==> config.mk <==
export PLATFORM = sky130hd
export DESIGN_NAME = stream_pkt_arbiter
export DESIGN_NICKNAME = d
export VERILOG_FILES = /design/src/rtl/stream_pkt_arbiter.sv
export SDC_FILE = /design/constraint.sdc
export NUM_CORES = 1
export LEC_CHECK = 0
export ABC_AREA = 1
export ABC_CLOCK_PERIOD_IN_PS = 4300
export CORE_UTILIZATION = 25
export CTS_CLUSTER_DIAMETER = 30
export DETAILED_ROUTE_END_ITERATION = 6
export GPL_TIMING_DRIVEN = 0
export PLACE_DENSITY_LB_ADDON = 0.1
export SLEW_MARGIN = 20
export SYNTH_ARGS = -nofsm -noshare
export SYNTH_HDL_FRONTEND = slang
export SYNTH_SLANG_ARGS = --single-unit
==> constraint.sdc <==
create_clock -name clk -period 4.3 [get_ports clk]
set_clock_uncertainty 0.15 [all_clocks]
set_input_delay 1.075 -clock clk [delete_from_list [all_inputs] [get_ports clk]]
set_output_delay 1.075 -clock clk [all_outputs]
set_load 0.01 [all_outputs]
==> src/rtl/stream_pkt_arbiter.sv <==
// Packet-atomic round-robin arbiter sharing one stream datapath among N_REQ
// requesters. A requester, once granted, keeps the path until its last beat is
// accepted; each forwarded beat is tagged with the index of its source.
module stream_pkt_arbiter #(
    parameter int T_DATA_WIDTH = 32,
    parameter int N_REQ        = 3,
    localparam int ID_WIDTH    = $clog2(N_REQ)
) (
    input  logic                    clk,
    input  logic                    rst_n,
    input  logic [T_DATA_WIDTH-1:0] s_data [N_REQ-1:0],
    input  logic [N_REQ-1:0]        s_last,
    input  logic [N_REQ-1:0]        s_valid,
    output logic [N_REQ-1:0]        s_ready,
    output logic [T_DATA_WIDTH-1:0] m_data,
    output logic                    m_last,
    output logic [ID_WIDTH-1:0]     m_id,
    output logic                    m_valid,
    input  logic                    m_ready,
    output logic                    busy
);

    typedef enum logic {
        IDLE   = 1'b0,
        LOCKED = 1'b1
    } state_t;

    state_t              state;
    logic [ID_WIDTH-1:0] grant;
    logic [ID_WIDTH-1:0] rr_ptr;

    logic                out_free;
    logic                take;
    logic                rr_found;
    logic [ID_WIDTH-1:0] rr_idx;

    // The output register can take a new beat when empty or draining this cycle.
    assign out_free = !m_valid || m_ready;
    assign take     = s_valid[grant] && s_ready[grant];
    assign busy     = (state == LOCKED);

    // Only the granted requester sees ready, and only when the output slot frees up.
    always_comb begin
        s_ready = '0;
        if (rst_n && (state == LOCKED) && out_free) begin
            s_ready[grant] = 1'b1;
        end
    end

    // Round-robin search starting just after the last packet's owner.
    always_comb begin
        int                  cand;
        logic [ID_WIDTH-1:0] cand_id;
        rr_found = 1'b0;
        rr_idx   = '0;
        cand     = 0;
        cand_id  = '0;
        for (int k = 1; k <= N_REQ; k++) begin
            cand = int'(rr_ptr) + k;
            if (cand >= N_REQ) begin
                cand = cand - N_REQ;
            end
            cand_id = ID_WIDTH'(cand);
            if (!rr_found && s_valid[cand_id]) begin
                rr_found = 1'b1;
                rr_idx   = cand_id;
            end
        end
    end

    // Arbitration FSM plus registered output stage; reset drops any in-flight beat.
    always_ff @(posedge clk) begin
        if (!rst_n) begin
            state   <= IDLE;
            grant   <= '0;
            rr_ptr  <= ID_WIDTH'(N_REQ - 1);
            m_valid <= 1'b0;
            m_data  <= '0;
            m_last  <= 1'b0;
            m_id    <= '0;
        end else begin
            if (m_ready) begin
                m_valid <= 1'b0;
            end
            case (state)
                IDLE: begin
                    if (rr_found) begin
                        grant <= rr_idx;
                        state <= LOCKED;
                    end
                end
                LOCKED: begin
                    if (take) begin
                        m_data  <= s_data[grant];
                        m_last  <= s_last[grant];
                        m_id    <= grant;
                        m_valid <= 1'b1;
                        if (s_last[grant]) begin
                            rr_ptr <= grant;
                            state  <= IDLE;
                        end
                    end
                end
                default: state <= IDLE;
            endcase
        end
    end

endmodule

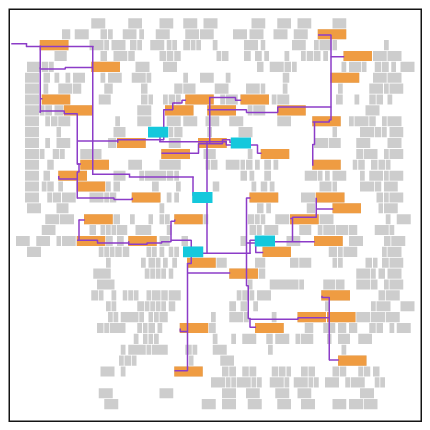
**Above:** run 1 (routed clock nets over the placement).
(4 px per um)
cyan -> clock-net drivers  # count 5
purple -> clock wires  # length 621 um
orange -> flip-flops  # count 41
routed clock nets = 6

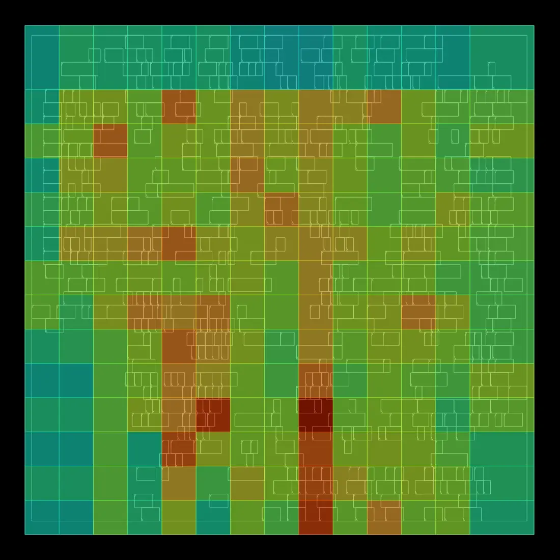
**Above:** run 1 (congestion heat map).
utilization after layout: 0.431
WL/cell: 13.1 um
GRT met1 Usage: 0.199
total track usage: 0.163
GRT met2 Usage: 0.290

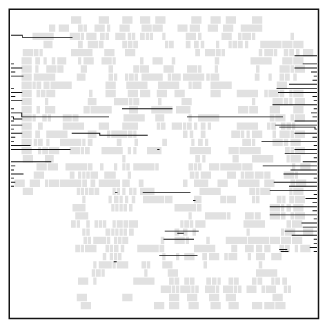
**Above:** run 1 (metal 3).
(3 px per um)
longest straight run = 31.7 um
nets with wire on the layer = 83
main direction = horizontal

==> Slide: Implementation Results, run 1 <==
Synthesis and Place & Route Summary

Route
  • Final wirelength: 8780 um
  • Post-route ant nets: 0
  • Initial DRC Count: 85
  • Vias after detailed routing: 3004

Floorplanning
  • Core Region: 9770 um2
  • Cell Rows: 36
  • Die area: 10500 um2
  • Die Wd: 103 um
  • IO Count: 145

Final timing
  • Fin crit period: 3990 ps
  • Slew @ Worst Pin: 734 ps
  • Slew HR: 0.510
  • Period utilisation layout: 0.928
  • Setup violators final: 0
  • F_max: 0.251 GHz
  • RSZ-0062 raised after global routing: no
  • Setup ws final: 311 ps
  • Setup TNS: 0 ps
  • Final hold violation count: 0

Hold path
  • Hold_sp: m_data[9]
  • Worst Hold Class: flip-flop to flip-flop

Setup path
  • Worst setup path start: rst_n
  • Maximum fanout along the worst path: 6
  • Worst setup EP type: primary output
  • Crit path kind: primary input to primary output
  • Most frequent CP cell: clkdlybuf4s50_1
  • CP Data Required Time: 3070 ps
  • Setup crit start kind: primary input
  • CP max-delay cell: clkdlybuf4s50_1

Power and ir drop
  • Pwr/cell area: 355 nW/um2
  • Max rail drop VDD: 0.000138 V

Global routing
  • GR Overflow Total: 0
  • Pin count of the biggest net entering global routing: 12
  • First-pass GRT wire length: 13200 um

Placement
  • Placed Cells: 662

Clock network
  • Post-CTS setup buffer count: 0
  • # clock sinks: 41
  • Reg clk slew, reported paths: 70 ps
  • CTS tree: done
  • Post-CTS resize count: 0
  • Clock root buffer: clkbuf_8

Job
  • Max-Cap Viols: 0
  • Log Warnings: 29

Synth
  • Ys Warns: 0
  • Largest cells by area: dfxtp_1, nand2_1, nand3_1, a21oi_2, nand2_2
  • Cell count in the Yosys report: 385
  • Post-synth top area share: 0.324
  • Synthesized area: 2530 um2
  • Post-synth regs: 41

Outcome
  • Outcome: completed
## run 1: per-stage QoR
step                      hold slack, ps  utilization  total power [uW]  cell area [um2]
after floorplan                      305            -               949             2530
after global placement               300        0.423              1270             4140
after detailed placement             305        0.423              1280             4140
after CTS                            318        0.431              1520             4210
after global routing                 335        0.431              1620             4210
final                                318        0.431              1500             4210
## run 1: report_power, final
group | internal (uW) | total [uW] | switching [uW]
sequential | 427 | 459 | 31.9
clock | 107 | 238 | 131
combinational | 347 | 799 | 452
## run 1: path summary, 6_finish.rpt
path                     end  slack (ps)  cells past startpoint
setup / recovery  s_ready[1]         310                      4
hold / removal     m_data[9]         320                      2
setup reg to reg    grant[1]        2180                     13
hold reg to reg    m_data[9]         320                      2
## run 1: cell usage after synthesis
cell	count
o211ai_2	1
inv_2	3
inv_1	13
inv_6	1
clkbuf_1	9
a21oi_2	27
ha_1	3
nor2_1	11
buf_2	8
o21ai_0	3
nand3_1	71
nor3_1	1
buf_4	2
a211oi_1	1
dfxtp_1	41
a21oi_1	11
buf_6	1
nand2_4	1
a21o_1	1
o21ai_1	1
buf_8	2
clkbuf_2	1
nand2_1	151
nand4_1	2
nand2_2	17
nor2_4	1
buf_12	1
## run 1: cell families (layout without fill, tap and decap cells)
family / Yosys count / count (layout) / synth area share
AOI/OAI and AO/OA: 45 / 45 / 0.134
adders and majority gates: 3 / 3 / 0.0148
buffers and inverters: 41 / 191 / 0.0885
DFF: 41 / 41 / 0.324
and+or+nand+nor: 255 / 255 / 0.438
## run 1: metal layers
metal	track usage	vias to the layer above	part of all wire
met3	0.0353	9	0.066
met1	0.199	1351	0.44
met5	0	-	0
met2	0.290	97	0.48
li1	-	1547	-
met4	0.0374	0	0.011
## run 1: state kept, by name, indices dropped and copies added (netlist names)
| signal | cells |
|---|---|
| busy | 1 |
| rr_ptr | 2 |
| grant | 2 |
| m_valid | 1 |
| m_id | 2 |
| m_last | 1 |
| m_data | 32 |
## run 1: worst max-delay path: cells and delay by family
| kind | cells | cell delay [ps] |
|---|---|---|
| buf+inv | 2 | 1200 |
| simple gates | 2 | 480 |
## run 1: cell type report
cell class                      instances  area [um2]  share of cell area
Clock inverter                          1        5.00             0.00119
Buffer                                 24         155              0.0368
Timing Repair Buffer                  144        1440               0.342
Clock buffer                            5        68.8              0.0163
Sequential cell                        41         821               0.195
Multi-Input combinational cell        303        1490               0.353
Tap cell                              133         166              0.0395
Inverter                               17        68.8              0.0163
==> inputs of run 2 (changes only) <==
--- a/config.mk
+++ b/config.mk
@@ -12,7 +12,6 @@
 export DETAILED_ROUTE_END_ITERATION = 6
 export GPL_TIMING_DRIVEN = 0
 export PLACE_DENSITY_LB_ADDON = 0.1
-export SLEW_MARGIN = 20
 export SYNTH_ARGS = -nofsm -noshare
 export SYNTH_HDL_FRONTEND = slang
 export SYNTH_SLANG_ARGS = --single-unit
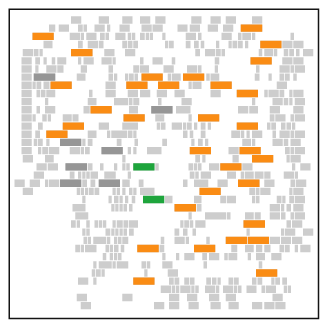
**Above:** run 2 (register map, names as in the netlist).
(3 px per um)
green -> grant  # flops 2
orange -> m_data  # flops 32, where all over the die
not coloured = 7

==> run 2 against run 1 <==
Largest power group unchanged. Final cell count stayed put. Register-to-register slack barely moved. Global-route usage is the same. Critical path type unchanged.
==> Slide: Implementation Results, run 2 <==
Synthesis and Place & Route Summary

Outcome
  • Outcome: completed

Final timing
  • Period utilisation layout: 0.928 (unchanged)
  • F_max: 0.251 GHz (unchanged)
  • Fin crit period: 3990 ps (unchanged)
  • Fin Hold WS: 318 ps (unchanged)
  • Slew @ Worst Pin: 734 ps (unchanged)
  • Slew HR: 0.510 (unchanged)
  • Setup TNS: 0 ps (unchanged)

Clock network
  • Clock root buffer: clkbuf_8
  • Post-CTS resize count: 0 (unchanged)
  • CTS tree: done

Synth
  • Post-synth ARST share: 0 (unchanged)
  • List of most frequent post-synthesis cells: nand2_1, nand3_1, dfxtp_1, a21oi_2, nand2_2
  • Most common cell in the synthesized netlist: nand2_1
  • Post-synth regs: 41 (unchanged)
  • Cell count in the Yosys report: 385 (unchanged)
  • Main synth FF type: dfxtp_1
  • Ys Warns: 0 (unchanged)
  • EDFF count, synth: 0 (unchanged)

Finish
  • Final instance area: 4210 um2 (unchanged)
  • Max reg flops: 32 (unchanged)
  • Utilization after layout: 0.431 (unchanged)

Setup path
  • Setup crit start kind: primary input
  • Reg2Reg Depth: 13 (unchanged)
  • CP Data Required Time: 3070 ps (about the same)
  • Maximum fanout along the worst path: 6 (unchanged)

Floorplanning
  • Die area: 10500 um2 (unchanged)
  • IO Count: 145 (unchanged)
  • Cell Rows: 36 (unchanged)
  • Core Region: 9770 um2 (unchanged)

Placement
  • Area after DPL: 4140 um2 (unchanged)

Hold path
  • Hold EP: m_data[9]
  • Worst hold path cell count: 2 (unchanged)

Route
  • WL met2: 4220 um (unchanged)
  • WL/cell: 13.1 um (unchanged)
  • Routed wl met3: 576 um (unchanged)

Global routing
  • Pin count of the biggest net entering global routing: 12 (unchanged)
  • GR Overflow Total: 0 (unchanged)
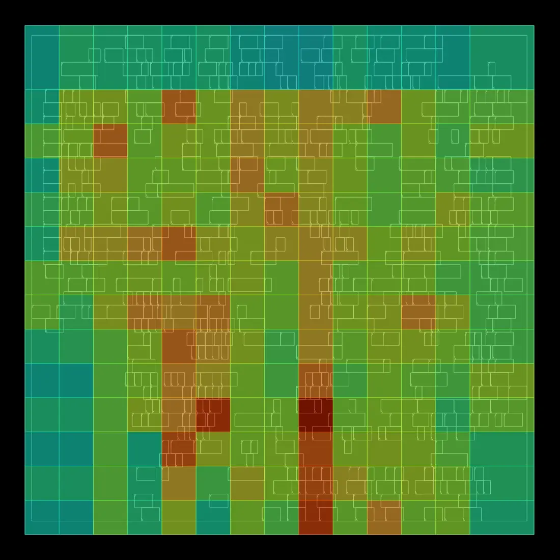
**Above:** run 2 (congestion heat map).
met3 Track Usage GR: 0.0353
Top Usage Layer GRT: met2

==> run 2: logic make-up (layout without fill, tap and decap cells) <==
group	Yosys count	in the layout	share of synthesized area
simple gates	255	255	0.438
compound gates	45	45	0.134
flops	41	41	0.324
buf+inv	41	191	0.0885
fa+ha+maj	3	3	0.0148
==> run 2: cell type report <==
type	instances	area, um2
buffer	24	155
tap	133	166
inverter	17	68.8
timing repair buffer	144	1440
sequential	41	821
multi-input combinational	303	1490
clock buffer	5	68.8
clock inverter	1	5.00
fill	1057	5560
==> run 2: layer usage <==
layer | up-vias | GRT usage
met2 | 97 | 0.290
met5 | - | 0
met4 | 0 | 0.0374
li1 | 1547 | -
met3 | 9 | 0.0353
met1 | 1351 | 0.199
==> run 2: worst max path at each step <==
stage / startpoint / to / slack (ps) / cells after the start
detailed placement: rst_n / s_ready[1] / 320 / 4
finish: rst_n / s_ready[1] / 310 / 4
floorplan: m_ready / s_ready[1] / 1530 / 4
global route: rst_n / s_ready[1] / 230 / 4
CTS: rst_n / s_ready[1] / 300 / 4
global placement: rst_n / s_ready[1] / 350 / 4
==> run 2: power breakdown <==
group / switching [uW] / internal [uW] / total [uW]
logic: 452 / 347 / 799
registers: 31.9 / 427 / 459
clock network: 131 / 107 / 238
total: 615 / 881 / 1500
==> run 2: per-stage QoR <==
step	total power (uW)	instances
global route	1620	668
floorplan	949	385
global placement	1270	662
CTS	1520	668
finish	1500	668
detailed placement	1280	662
==> run 2: critical path: stages <==
cell             delay [ps]
clkdlybuf4s50_1         600
nand3_1                 220
nor3_1                  260
clkdlybuf4s50_1         600
**Run 2: metal 3**

(3 px per um)
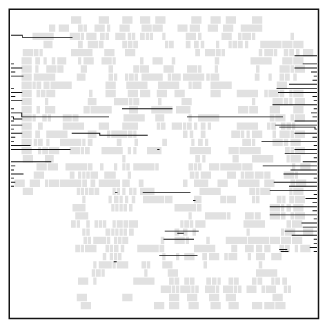

==> inputs of run 3 (changes only) <==
--- a/config.mk
+++ b/config.mk
@@ -6,9 +6,10 @@
 export NUM_CORES = 1
 export LEC_CHECK = 0
 export ABC_AREA = 1
-export ABC_CLOCK_PERIOD_IN_PS = 4300
+export ABC_CLOCK_PERIOD_IN_PS = 3700
 export CORE_UTILIZATION = 25
 export CTS_CLUSTER_DIAMETER = 30
+export CTS_CLUSTER_SIZE = 12
 export DETAILED_ROUTE_END_ITERATION = 6
 export GPL_TIMING_DRIVEN = 0
 export PLACE_DENSITY_LB_ADDON = 0.1
==> constraint.sdc (replaced) <==
create_clock -name clk -period 3.7 [get_ports clk]
set_clock_uncertainty 0.15 [all_clocks]
set_input_delay 0.925 -clock clk [delete_from_list [all_inputs] [get_ports clk]]
set_output_delay 0.925 -clock clk [all_outputs]
set_load 0.01 [all_outputs]
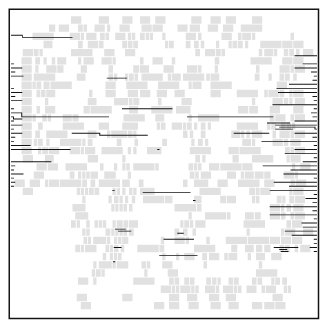
**Above:** run 3 (metal 3).
(3 px per um)
main direction = horizontal
share of all routed wire = 7.0%
longest straight run = 29.0 um

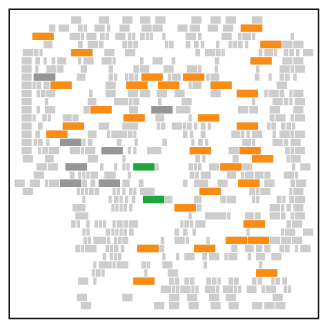
**Above:** run 3 (register map, names as in the netlist).
(3 px per um)
green -> grant  # flops 2
orange -> m_data  # flops 32, where all over the die

==> run 3 against run 2 <==
Routed wire length is essentially flat. Sequential cell count is the same. Critical path type unchanged. Final cell count is the same. Total power grew 16%. Sequential power grew 16%. Die area is the same. Global-route usage is essentially flat. Via count grew 0.40%. Combinational power grew 16%. Register-to-register slack lost 600 ps. Non-clock buffer count is the same. Critical endpoint unchanged. Highest routed layer unchanged. Area after synthesis is the same. Largest power group unchanged.
==> Slide: Implementation Results, run 3 <==
Synthesis and Place & Route Summary

Outcome
  • Outcome: completed

Setup path
  • Slowest stage delay, CP: 620 ps (+20 ps)
  • Setup crit start kind: primary input
  • Crit-path cells: clkdlybuf4s50_1 -> nand3_2 -> nor3_2 -> clkdlybuf4s50_1
  • Most frequent CP cell: clkdlybuf4s50_1
  • CP max-delay cell: clkdlybuf4s50_1
  • Reg2Reg Depth: 13 (unchanged)

Floorplanning
  • Core Region: 9770 um2 (unchanged)
  • Cell Rows: 36 (unchanged)
  • Die height: 103 um
  • Die area: 10500 um2 (unchanged)

Final timing
  • Slew @ Worst Pin: 718 ps (-16.2 ps)
  • Setup violators final: 0
  • Setup TNS: 0 ps (unchanged)
  • Fin crit period: 3570 ps
  • Slew HR: 0.521 (+0.0108)
  • F_max: 0.280 GHz
  • Period utilisation layout: 0.966

Synth
  • Ys Warns: 0 (unchanged)
  • Main synth FF type: dfxtp_1
  • Post-synth ARST share: 0 (unchanged)
  • Post-synth regs: 41 (unchanged)
  • EDFF count, synth: 0 (unchanged)
  • List of most frequent post-synthesis cells: nand2_1, nand3_1, dfxtp_1, a21oi_2, nand2_2
  • Cell count in the Yosys report: 385 (unchanged)
  • Most common cell in the synthesized netlist: nand2_1

Clock network
  • Clock root buffer: clkbuf_8
  • Post-CTS resize count: 1 (+1)
  • CTS tree: done

Finish
  • Sequential cell area: 821 um2 (unchanged)
  • Fillcell total: 1056 (-0.095%)
  • Max reg flops: 32 (unchanged)
  • Post-Layout Cell Count: 668 (unchanged)
  • Gate Area: 1500 um2 (+0.67%)

Global routing
  • Pin count of the biggest net entering global routing: 12 (unchanged)
  • GR Overflow Total: 0 (unchanged)

Route
  • DRC viols: 0
  • First-pass detailed-route iteration total: 4
  • Routed wl met3: 609 um (+5.7%)
  • WL met2: 4250 um (+0.71%)

Placement
  • Number of I/O port buffers: 144

Hold path
  • Hold EP: m_data[9]

Power and ir drop
  • Max rail drop VDD: 0.000161 V
## run 3: cell counts after synthesis
No cell type changed its count.
## run 3: report_power, final
part           switching (uW)  leakage, uW  internal, uW  total, uW
Sequential               38.0     0.000333           496        534
Combinational             525      0.00128           404        929
Clock                     152    0.0000399           124        277
Total                     715      0.00165          1020       1740
## run 3: per-stage QoR
step	util	instance area, um2	hold WS [ps]	power (uW)
6_report	0.432	4220	318	1740
5_1_grt	0.432	4220	335	1880
4_1_cts	0.432	4220	318	1770
3_5_place_dp	0.423	4140	305	1480
3_3_place_gp	0.423	4140	300	1480
2_1_floorplan	-	2530	305	1100
## run 3: logic make-up after synthesis
kind of cell / Yosys count / share of synthesized area
DFF: 41 / 0.324
AOI/OAI and AO/OA: 45 / 0.134
buffers and inverters: 41 / 0.0885
adders and majority gates: 3 / 0.0148
and+or+nand+nor: 255 / 0.438
## run 3: layout make-up
type                            count  area share
Inverter                           17      0.0163
Sequential cell                    41       0.194
Clock buffer                        5      0.0163
Timing Repair Buffer              144       0.341
Tap cell                          133      0.0394
Multi-Input combinational cell    303       0.354
Clock inverter                      1     0.00119
Buffer                             24      0.0367
## run 3: worst max-delay path: cells and delay by family
family	cells	cell delay, ps
and+or+nand+nor	2	370
buffers and inverters	2	1200
## run 3: routing by layer
layer / global-route usage / up-vias
li1: - / 1544
met1: 0.199 / 1352
met2: 0.290 / 111
met3: 0.0353 / 9
met4: 0.0374 / 0
met5: 0 / -
## run 3: worst max-delay path by stage
stage	start	depth (start not counted)	slack, ps	to
2_1_floorplan	m_ready	4	1230	s_ready[1]
3_3_place_gp	rst_n	4	50	s_ready[1]
3_5_place_dp	rst_n	4	20	s_ready[1]
4_1_cts	rst_n	4	70	s_ready[1]
5_1_grt	rst_n	4	50	s_ready[1]
6_report	rst_n	4	130	s_ready[1]
Power is estimated from default activity; no workload was simulated.
